==> config.mk <==
export PLATFORM = sky130hd
export DESIGN_NAME = instr_sequencer
export DESIGN_NICKNAME = d
export VERILOG_FILES = /design/src/rtl/instr_sequencer.sv
export SDC_FILE = /design/constraint.sdc
export NUM_CORES = 1
export LEC_CHECK = 0
export CAP_MARGIN = 10
export CORE_MARGIN = 1
export CORE_UTILIZATION = 26
export DETAILED_ROUTE_END_ITERATION = 16
export HOLD_SLACK_MARGIN = 0.12
export PLACE_DENSITY = 0.6
export SYNTH_ARGS = -nofsm -noshare
export SYNTH_HDL_FRONTEND = slang
export SYNTH_SLANG_ARGS = --single-unit
==> constraint.sdc <==
create_clock -name clk -period 2 [get_ports clk]
set_input_delay 0.6 -clock clk [delete_from_list [all_inputs] [get_ports clk]]
set_output_delay 0.6 -clock clk [all_outputs]
set_load 0.03 [all_outputs]
==> src/rtl/instr_sequencer.sv <==
`default_nettype none
// ============================================================================
// Module   : instr_sequencer
// Purpose  : Multi-cycle fetch/decode/execute sequencer. Owns PC and IR,
//            drives the single-port memory handshake, and gates the
//            register-file and flag write strobes one instruction at a time.
// Revision : 1.0  initial release
// ============================================================================
module instr_sequencer #(
  parameter int                ADDR_W   = 16,
  parameter logic [ADDR_W-1:0] RESET_PC = '0,
  parameter int                TIMEOUT  = 15
) (
  input  logic              clk,
  input  logic              reset_n,
  input  logic              run,
  input  logic              clear,
  output logic              mem_req,
  output logic              mem_we,
  output logic [ADDR_W-1:0] mem_addr,
  input  logic              mem_ready,
  input  logic [15:0]       mem_rdata,
  output logic [15:0]       ir,
  output logic [ADDR_W-1:0] pc,
  input  logic              dec_alu,
  input  logic              dec_load,
  input  logic              dec_store,
  input  logic              dec_branch,
  input  logic [1:0]        dec_cond,
  input  logic              dec_illegal,
  input  logic [3:0]        status,
  input  logic [ADDR_W-1:0] target_addr,
  input  logic [ADDR_W-1:0] data_addr,
  output logic              rf_we,
  output logic              status_we,
  output logic              halted,
  output logic [1:0]        fault,
  output logic [15:0]       instr_count
);

  localparam logic [2:0] S_IDLE   = 3'd0;
  localparam logic [2:0] S_FETCH  = 3'd1;
  localparam logic [2:0] S_DECODE = 3'd2;
  localparam logic [2:0] S_EXEC   = 3'd3;
  localparam logic [2:0] S_MEM    = 3'd4;
  localparam logic [2:0] S_HALT   = 3'd5;

  localparam int CNT_W = $clog2(TIMEOUT + 1);

  logic [2:0]       state;
  logic [2:0]       state_nx;
  logic [CNT_W-1:0] wait_cnt;
  logic             mem_phase;
  logic             timeout_hit;
  logic             branch_taken;
  logic             retire;
  logic [2:0]       end_state;
  logic             unused_status;

  // Only Z and N steer branches; the upper flags are not consulted here.
  assign unused_status = ^status[3:2];

  assign mem_phase   = (state == S_FETCH) || (state == S_MEM);
  assign timeout_hit = mem_phase && !mem_ready && (wait_cnt == CNT_W'(TIMEOUT - 1));
  assign end_state   = run ? S_FETCH : S_IDLE;

  // Bus outputs derive from state so an async reset drops the request at once.
  assign mem_req  = mem_phase;
  assign mem_we   = (state == S_MEM) && dec_store;
  assign mem_addr = (state == S_MEM) ? data_addr : pc;
  assign halted   = (state == S_HALT);

  // Branch condition evaluation from the live status flags.
  always_comb begin
    branch_taken = 1'b0;
    case (dec_cond)
      2'b00:   branch_taken = 1'b1;
      2'b01:   branch_taken = status[0];
      2'b10:   branch_taken = status[1];
      default: branch_taken = 1'b0;
    endcase
  end

  // Next-state, write-strobe and retire decisions.
  always_comb begin
    state_nx  = state;
    retire    = 1'b0;
    rf_we     = 1'b0;
    status_we = 1'b0;
    case (state)
      S_IDLE:   if (run) state_nx = S_FETCH;
      S_FETCH: begin
        if (mem_ready)        state_nx = S_DECODE;
        else if (timeout_hit) state_nx = S_HALT;
      end
      S_DECODE: state_nx = S_EXEC;
      S_EXEC: begin
        if (dec_illegal) begin
          state_nx = S_HALT;
        end else if (dec_branch) begin
          retire   = 1'b1;
          state_nx = end_state;
        end else if (dec_load || dec_store) begin
          state_nx = S_MEM;
        end else begin
          // ALU ops strobe both writes; an unclassified word retires as a no-op.
          rf_we     = dec_alu;
          status_we = dec_alu;
          retire    = 1'b1;
          state_nx  = end_state;
        end
      end
      S_MEM: begin
        if (mem_ready) begin
          rf_we    = dec_load && !dec_store;
          retire   = 1'b1;
          state_nx = end_state;
        end else if (timeout_hit) begin
          state_nx = S_HALT;
        end
      end
      S_HALT:   if (clear) state_nx = S_IDLE;
      default:  state_nx = S_IDLE;
    endcase
  end

  // State register.
  always_ff @(posedge clk or negedge reset_n) begin
    if (!reset_n) state <= S_IDLE;
    else          state <= state_nx;
  end

  // Wait counter: counts consecutive unanswered request cycles, cleared otherwise.
  always_ff @(posedge clk or negedge reset_n) begin
    if (!reset_n)                    wait_cnt <= '0;
    else if (mem_phase && !mem_ready) wait_cnt <= wait_cnt + CNT_W'(1);
    else                             wait_cnt <= '0;
  end

  // PC and IR: capture on fetch accept, redirect on a taken branch.
  always_ff @(posedge clk or negedge reset_n) begin
    if (!reset_n) begin
      pc <= RESET_PC;
      ir <= '0;
    end else if (state == S_FETCH && mem_ready) begin
      ir <= mem_rdata;
      pc <= pc + ADDR_W'(1);
    end else if (state == S_EXEC && !dec_illegal && dec_branch && branch_taken) begin
      pc <= target_addr;
    end
  end

  // Retired-instruction counter, wraps naturally.
  always_ff @(posedge clk or negedge reset_n) begin
    if (!reset_n)    instr_count <= '0;
    else if (retire) instr_count <= instr_count + 16'd1;
  end

  // Fault code: set on illegal opcode or bus timeout, cleared when leaving HALT.
  always_ff @(posedge clk or negedge reset_n) begin
    if (!reset_n)                            fault <= 2'b00;
    else if (state == S_EXEC && dec_illegal) fault <= 2'b01;
    else if (timeout_hit)                    fault <= 2'b10;
    else if (state == S_HALT && clear)       fault <= 2'b00;
  end

endmodule
`default_nettype wire

==> results.tsv <==
metric	value	unit
outcome	finished, violations left	
global_route_wire_length_before_repair	14.77	mm
clk_latency	320	ps
final.setup.tns	-5773	ps
drt_iter0_markers	110	
clock_tree_from_tritoncts	yes	
detail_route.vias_per_cell	4.775	
clock_sinks	57	
post-synth-top-area-fraction	47.38	%
hold_viol_final	0	
final_critical_path_setup_slack	-328.5	ps
worst_path_largest_cell_delay	420	ps
timing.critical_path.fanout_max	5	
cts.repair.resized	49	
clkCellAreaFrac	5.914	%
worst-endpoint-arrival	1730	ps
number_of_antenna_violations_at_the_first_check_in_global_routing	0	
regToRegEndpoint	instr_count[15]$_DFFE_PN0P_	
power_leakage	2.535	nW
post_synth.cell_area_avg	9.349	µm²
count_of_mapped_cells_out_of_synthesis	322	
finalHoldWorstSlack	285.4	ps
synth_flops	57	
inv_count	9	
kind_of_launch_point_of_the_worst_setup_path	register	
power.switching	3.149	mW
synthTopCellsByArea	sky130_fd_sc_hd__dfrtp_1 47%, sky130_fd_sc_hd__nand2_1 9.1%, sky130_fd_sc_hd__mux2_2 5.6%	
fp_util	27.17	%
groute.layer.met1.usage	19.08	%
timing.final.setup_violations	19	
failed_checks	setup timing	
pin_count_of_the_biggest_net_entering_global_routing	33	
yosys-top-cells-count	73 x sky130_fd_sc_hd__nand2_1, 57 x sky130_fd_sc_hd__dfrtp_1, 23 x sky130_fd_sc_hd__nor2_1	
crit_end	mem_addr[6]	
cp_slowest_cell	sky130_fd_sc_hd__dfrtp_1	
number_of_standard_cells_reported_by_yosys	322	
clkPwrFrac	21.0	%
finalClockSkew	5.070	ps
==> cell families after synthesis <==
logic type	after synthesis	synth area share (%)
multiplexers	16	5.943
AND/OR/NAND/NOR	158	25.85
flip-flops	57	47.38
adder cells (fa/ha/maj)	4	1.663
AND-OR/OR-AND	46	10.47
buffers and inverters	23	3.450
XOR/XNOR	18	5.237
==> flip-flops by register name (all words and copies together) (netlist names) <==
| signal | count |
|---|---|
| fault | 2 |
| instr_count | 16 |
| ir | 16 |
| pc | 16 |
| state | 3 |
| wait_cnt | 4 |
==> layer usage <==
layer  wire length, µm  share of wire [%]
met1              4099                 43
met2              4752                 49
met3               635                6.6
met4               127                1.3
met5                 0                  0
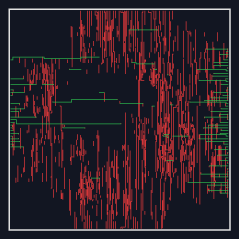
(images/metal_stack.png)
(2 px per µm) Two of the layers only.
- met3: green (wire length 636 µm)
- met2: red (wire length 4750 µm)
via count: 3056
WL final: 9.614 mm
aggregate global-route resource usage: 15.97%
wire length per cell after detailed routing: 15.02 µm

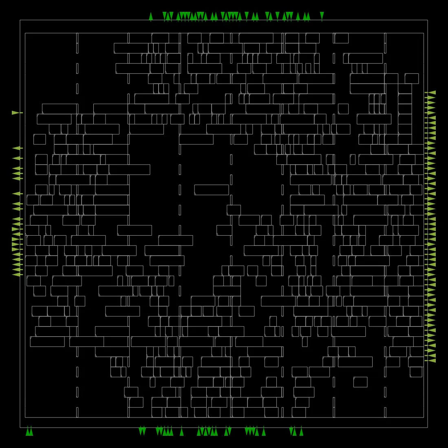
(images/final_placement.png)
fill count: 1077
placement row count: 38

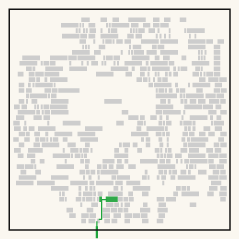
(images/port_nets.png)
(2 px per µm)
- dec_illegal: green (bits 1; direction input; edge bottom; end cells 2; buffers 1; wire 17.6 µm)
port bufs: 132
I/O pins: 135

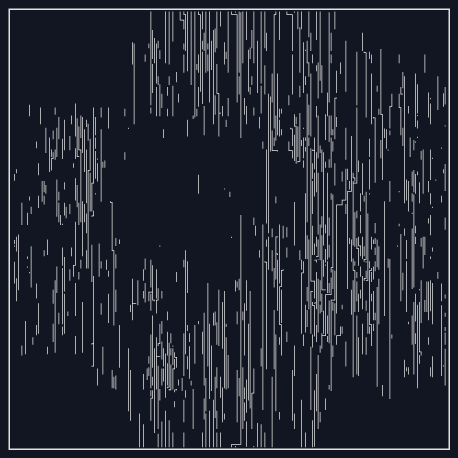
(images/met2.png)
(4 px per µm)
- main direction: vertical
- nets with wire on the layer: 484
- wire length on this layer: 4750 µm
- share of all routed wire: 49%
- longest straight run: 57.3 µm

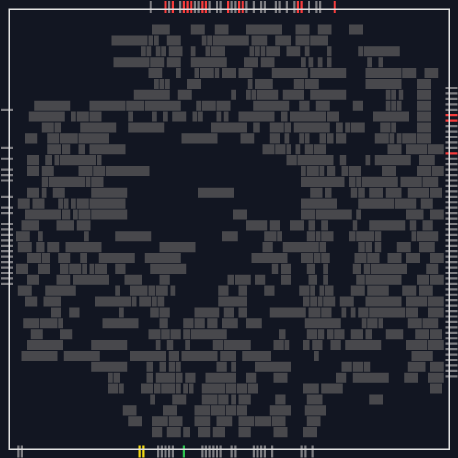
(images/pins.png)
(4 px per µm) Pins as bars across the die edge, other pins in gray.
- mem_rdata: red (pins 16; direction input; edge 13 top, 3 right)
- dec_illegal: green (pins 1; direction input; edge bottom)
- fault: yellow (pins 2; direction output; edge bottom)
- all pins by edge: 54 right, 34 top, 26 bottom, 21 left
horizontal die dimension: 109.6 µm
Die Height: 109.6 µm

